===== config.mk =====
export PLATFORM = sky130hd
export DESIGN_NAME = gf_mult_iter
export DESIGN_NICKNAME = d
export VERILOG_FILES = /design/src/rtl/gf_pkg.sv /design/src/rtl/gf_mac_step.sv /design/src/rtl/gf_mult_iter.sv
export SDC_FILE = /design/constraint.sdc
export NUM_CORES = 1
export LEC_CHECK = 0
export CELL_PAD_IN_SITES_DETAIL_PLACEMENT = 2
export CELL_PAD_IN_SITES_GLOBAL_PLACEMENT = 2
export CORE_ASPECT_RATIO = 0.9
export CORE_UTILIZATION = 33
export DETAILED_ROUTE_END_ITERATION = 10
export HOLD_SLACK_MARGIN = 0.06
export PLACE_DENSITY = 0.83
export RECOVER_POWER = 100
export REMOVE_ABC_BUFFERS = 1
export SYNTH_ARGS = -nofsm -noshare
export SYNTH_HDL_FRONTEND = slang
export SYNTH_HIERARCHICAL = 1
export SYNTH_SLANG_ARGS = --single-unit
export TNS_END_PERCENT = 30

===== constraint.sdc =====
create_clock -name clk_i -period 1.75 [get_ports clk_i]
set_clock_uncertainty 0.15 [all_clocks]
set_input_delay 0.2625 -clock clk_i [delete_from_list [all_inputs] [get_ports clk_i]]
set_output_delay 0.2625 -clock clk_i [all_outputs]
set_load 0.1 [all_outputs]

===== src/rtl/gf_pkg.sv =====
// Shared types and constants for the iterative GF(2^n) multiplier.
package gf_pkg;

  typedef enum logic [1:0] {
    IDLE,
    BUSY,
    DONE
  } gf_state_e;

  localparam logic [7:0] GF_AES_POLY = 8'h1B;

endpackage


===== src/rtl/gf_mac_step.sv =====
// One shift-and-add step: conditional accumulate, then multiply the multiplicand by x.
module gf_mac_step #(
  parameter int WIDTH = 8,
  parameter logic [WIDTH-1:0] POLY = 8'h1B
) (
  input  logic [WIDTH-1:0] acc_i,
  input  logic [WIDTH-1:0] mcand_i,
  input  logic             bit_i,
  output logic [WIDTH-1:0] acc_o,
  output logic [WIDTH-1:0] mcand_o
);

  assign acc_o = bit_i ? (acc_i ^ mcand_i) : acc_i;

  // The shifted-out x^WIDTH term folds back in as the low part of the polynomial.
  assign mcand_o = {mcand_i[WIDTH-2:0], 1'b0} ^ (mcand_i[WIDTH-1] ? POLY : '0);

endmodule


===== src/rtl/gf_mult_iter.sv =====
// Iterative GF(2^WIDTH) multiplier, LSB-first, BITS_PER_CYCLE multiplier bits per clock,
// with a fixed data-independent latency and valid/ready handshakes on both sides.
module gf_mult_iter
  import gf_pkg::*;
#(
  parameter int WIDTH = 8,
  parameter logic [WIDTH-1:0] POLY = WIDTH'(GF_AES_POLY),
  parameter int BITS_PER_CYCLE = 1
) (
  input  logic             clk_i,
  input  logic             rst_ni,
  input  logic             in_valid_i,
  output logic             in_ready_o,
  input  logic [WIDTH-1:0] a_i,
  input  logic [WIDTH-1:0] b_i,
  output logic             out_valid_o,
  input  logic             out_ready_i,
  output logic [WIDTH-1:0] product_o
);

  localparam int N     = WIDTH / BITS_PER_CYCLE;
  localparam int CNT_W = $clog2(N + 1);

  if (WIDTH < 2 || (WIDTH % BITS_PER_CYCLE) != 0) begin : g_param_check
    $error("gf_mult_iter: WIDTH must be >= 2 and divisible by BITS_PER_CYCLE");
  end

  gf_state_e        state_q, state_d;
  logic [WIDTH-1:0] acc_q, acc_d;
  logic [WIDTH-1:0] mcand_q, mcand_d;
  logic [WIDTH-1:0] mlier_q, mlier_d;
  logic [CNT_W-1:0] cnt_q, cnt_d;

  logic [WIDTH-1:0] acc_chain   [BITS_PER_CYCLE+1];
  logic [WIDTH-1:0] mcand_chain [BITS_PER_CYCLE+1];

  assign acc_chain[0]   = acc_q;
  assign mcand_chain[0] = mcand_q;

  for (genvar i = 0; i < BITS_PER_CYCLE; i++) begin : g_step
    gf_mac_step #(
      .WIDTH (WIDTH),
      .POLY  (POLY)
    ) u_step (
      .acc_i   (acc_chain[i]),
      .mcand_i (mcand_chain[i]),
      .bit_i   (mlier_q[i]),
      .acc_o   (acc_chain[i+1]),
      .mcand_o (mcand_chain[i+1])
    );
  end

  assign in_ready_o  = (state_q == IDLE);
  assign out_valid_o = (state_q == DONE);
  assign product_o   = acc_q;

  always_comb begin
    state_d = state_q;
    acc_d   = acc_q;
    mcand_d = mcand_q;
    mlier_d = mlier_q;
    cnt_d   = cnt_q;
    unique case (state_q)
      IDLE: begin
        if (in_valid_i) begin
          state_d = BUSY;
          acc_d   = '0;
          mcand_d = a_i;
          mlier_d = b_i;
          cnt_d   = '0;
        end
      end
      BUSY: begin
        acc_d   = acc_chain[BITS_PER_CYCLE];
        mcand_d = mcand_chain[BITS_PER_CYCLE];
        mlier_d = mlier_q >> BITS_PER_CYCLE;
        cnt_d   = cnt_q + CNT_W'(1);
        // No early exit: the step count is fixed regardless of operand values.
        if (cnt_q == CNT_W'(N - 1)) begin
          state_d = DONE;
        end
      end
      DONE: begin
        if (out_ready_i) begin
          state_d = IDLE;
        end
      end
      default: state_d = IDLE;
    endcase
  end

  always_ff @(posedge clk_i or negedge rst_ni) begin
    if (!rst_ni) begin
      state_q <= IDLE;
      acc_q   <= '0;
      mcand_q <= '0;
      mlier_q <= '0;
      cnt_q   <= '0;
    end else begin
      state_q <= state_d;
      acc_q   <= acc_d;
      mcand_q <= mcand_d;
      mlier_q <= mlier_d;
      cnt_q   <= cnt_d;
    end
  end

endmodule


Fig. 1: run 1, selected gate families
Scale bar: 20 um.
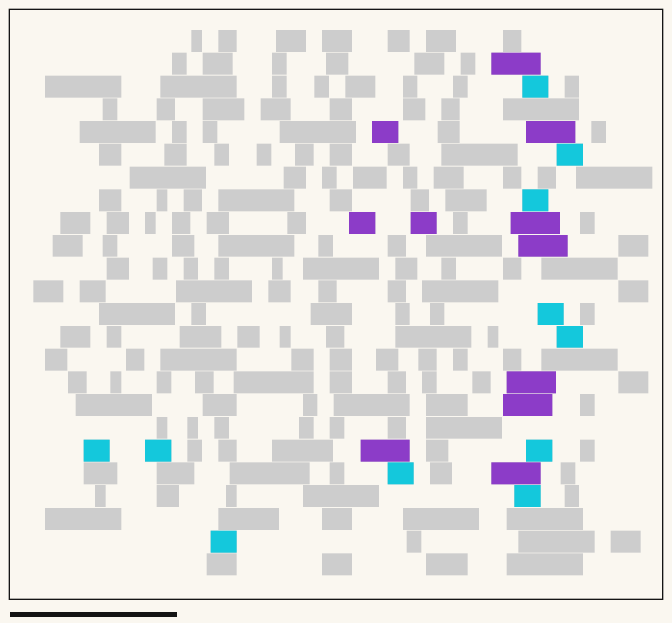
Key: xor and xnor cells = purple [cells 11, most used xnor2_2]; non-inverting ao/oa cells = cyan [cells 11, most used a22o_1]

Fig. 2: run 1, routing congestion
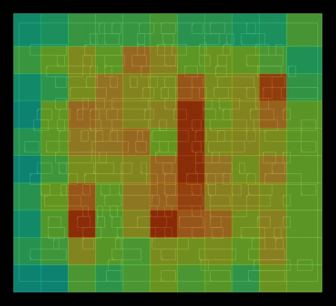
fin util: 0.420
M1 GR Usage: 0.205

Fig. 3: run 1, drive-strength map
Scale bar: 20 um.
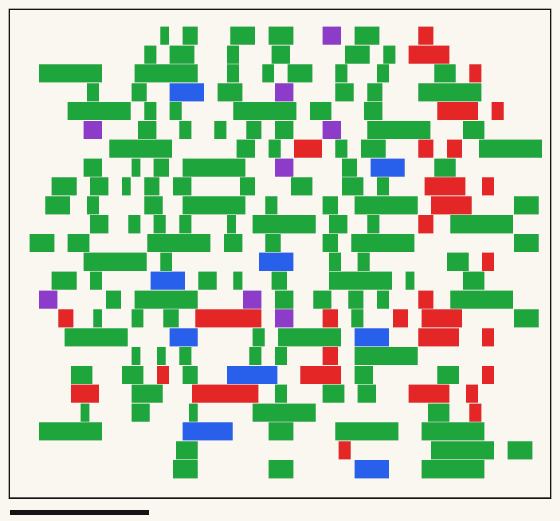
Key: x6 and larger = blue [cells 9, most used clkbuf_8]; x1 and smaller = green [cells 142, most used dfrtp_1]; x3 and x4 = purple [cells 8, most used buf_4]; x2 = red [cells 31]
Signal buffers: 40
fin area: 2070 um2
slack of the critical path: 0.0457 ns

==> flow_metrics.env, run 1 <==
# flow metrics
export IMPL_synth_comb_largest_family="AND-OR/OR-AND gates"
export IMPL_min_path_cells=2
export IMPL_clk_share=0.0441
export IMPL_arrival_ns=1.29
export IMPL_clock_sinks=30
export IMPL_maxPowerGroup="combinational cells"
export IMPL_antenna_found_initial=0
export IMPL_hpwl_um=3310
export IMPL_ff_type="dfrtp_1"
export IMPL_crit_end="out_valid_o"
export IMPL_simple_gate_area_frac=0.129
export IMPL_layout_top_cells="dfrtp_1, clkdlybuf4s50_1, a21oi_1, a22oi_1"
export IMPL_logic_area_um2=791
export IMPL_clock_root_buffer="clkbuf_8"
export IMPL_synth_top_cell_by_count="dfrtp_1"
export IMPL_worstPathMaxFanout=9
export IMPL_gr_total_overflow=0
export IMPL_initial_utilization=0.348
export IMPL_reg2reg_slack_ns=0.11
export IMPL_hold_viol=0
export IMPL_dieArea_um2=5480
export IMPL_fmax_ghz=0.587
export IMPL_ys_cells=165
export IMPL_gp_congestion=0.743
export IMPL_top_cell_area_share=0.438
export IMPL_reg2reg_depth=5
export IMPL_ys_sh_aoi=0.226
export IMPL_portBuffers=29
export IMPL_worstHoldPathType="reg2reg"
export IMPL_htree_num_levels=2
export IMPL_tightestPinTransition_ns=0.798
export IMPL_combPwrFrac=0.517
export IMPL_numCtsBuffers=5
export IMPL_dominant_cells="logic gates"
export IMPL_seq_area_frac=0.364
export IMPL_cp_cell_sequence="nor2b_1 -> buf_12"
export IMPL_met3_usage=0.0353
export IMPL_clk_power_uw=593
export IMPL_vias_per_cell=5.26
export IMPL_p_total_mw=4.15
export IMPL_place_inst=246
export IMPL_wl_per_cell_um=18.5
export IMPL_tap_cells=65
export IMPL_period_minus_slack_ns=1.70
export IMPL_wl_met3_um=133
export IMPL_top_area_cell="dfrtp_1"
export IMPL_vias=1342
export IMPL_nNonClkInverters=1
export IMPL_path_class="reg2out"
export IMPL_status="completed"
export IMPL_synth_top_cells_by_count="dfrtp_1, buf_4, o21ai_1"
export IMPL_fin_hold_ws_ns=0.359
export IMPL_grt_max_degree=31
export IMPL_synth_edff_count=0
export IMPL_bufAreaShareNonClock=0.169
export IMPL_slew_viol_final=0
export IMPL_yosysSeqAreaShare=0.438
export IMPL_critPathSlowestCell="dfrtp_2"
export IMPL_power_density_nw_per_um2=2000
export IMPL_pwr_share_clk=0.143
export IMPL_ys_chip_area_um2=1710
export IMPL_drive_gt1_frac=0.253
export IMPL_netSwitchingPower_mw=2.00
export IMPL_cts_tree="built"
export IMPL_top_layer_used="met4"
export IMPL_busiest_layer="met2"
export IMPL_wirelength_um=4710
export IMPL_syn2layout_area_growth_pct=20.9
export IMPL_r2r_start="state_q[0]"
export IMPL_met1_length_um=1920
export IMPL_crit_required_ns=1.34
export IMPL_yosysWarningCount=6
export IMPL_stdcell_count=255
export IMPL_ys_ff=30
export IMPL_syn_area_per_cell_um2=10.4
export IMPL_nClkBuffers=7
export IMPL_power_frac_seq=0.340
export IMPL_final_setup_tns_ns=0
export IMPL_layout_top_cell="dfrtp_1"
export IMPL_place_ws_ns=0.0726
export IMPL_wl_met2_um=2530
export IMPL_nMultiInputCombCells=111
## Run 2: what changed since run 1
ABC_CLOCK_PERIOD_IN_PS = 1750   (was unset)
CAP_MARGIN = 30   (was unset)
Fig. 4: run 2, routing congestion
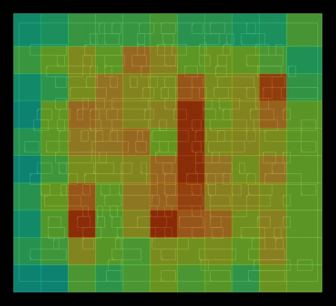
GRT Total Usage: 0.191
gr busiest metal: met2
met3 usage: 0.0353
DR WL/cell: 18.5 um
M2 GR Usage: 0.352

==> run 2 against run 1 <==
Against the previous run:
- via count unchanged
- synthesized cell count did not move
- clock power is essentially flat
- sequential power is essentially flat
- flip-flop count stayed put
- global-route usage unchanged
- combinational power barely moved
- worst setup slack stayed put
- first-iteration DRC count unchanged
- final cell count did not move
- fmax unchanged
- area after synthesis stayed put
- critical path type unchanged
- highest routed layer unchanged
==> flow_metrics.env, run 2 <==
# flow metrics
export IMPL_nClkBuffers=7
export IMPL_ys_ff=30
export IMPL_maxPowerGroup="combinational cells"
export IMPL_antenna_found_initial=0
export IMPL_final_area_um2=2070
export IMPL_r2r_start="state_q[0]"
export IMPL_dominant_cells="logic gates"
export IMPL_slew_viol_final=0
export IMPL_hold_viol=0
export IMPL_power_density_nw_per_um2=2000
export IMPL_nNonClkInverters=1
export IMPL_numCtsBuffers=5
export IMPL_initial_utilization=0.348
export IMPL_logic_area_um2=791
export IMPL_wl_met3_um=133
export IMPL_layout_top_cells="dfrtp_1, clkdlybuf4s50_1, a21oi_1, a22oi_1"
export IMPL_combPwrFrac=0.517
export IMPL_syn_area_per_cell_um2=10.4
export IMPL_netSwitchingPower_mw=2.00
export IMPL_ys_sh_aoi=0.226
export IMPL_setup_ws_ns=0.0457
export IMPL_nMultiInputCombCells=111
export IMPL_top_layer_used="met4"
export IMPL_ys_chip_area_um2=1710
export IMPL_grt_use_met1=0.205
export IMPL_synth_top_cell_by_count="dfrtp_1"
export IMPL_crit_end="out_valid_o"
export IMPL_status="completed"
export IMPL_bufAreaShareNonClock=0.169
export IMPL_portBuffers=29
export IMPL_num_nonclk_buffers=40
export IMPL_synth_comb_largest_family="AND-OR/OR-AND gates"
export IMPL_min_path_cells=2
export IMPL_cts_tree="built"
export IMPL_yosysSeqAreaShare=0.438
export IMPL_period_minus_slack_ns=1.70
export IMPL_simple_gate_area_frac=0.129
export IMPL_drive_gt1_frac=0.253
export IMPL_gp_congestion=0.743
export IMPL_ff_type="dfrtp_1"
export IMPL_stdcell_count=255
export IMPL_clk_power_uw=593
export IMPL_syn2layout_area_growth_pct=20.9
export IMPL_wl_met2_um=2530
export IMPL_vias_per_cell=5.26
Power is estimated from default activity; no workload was simulated.
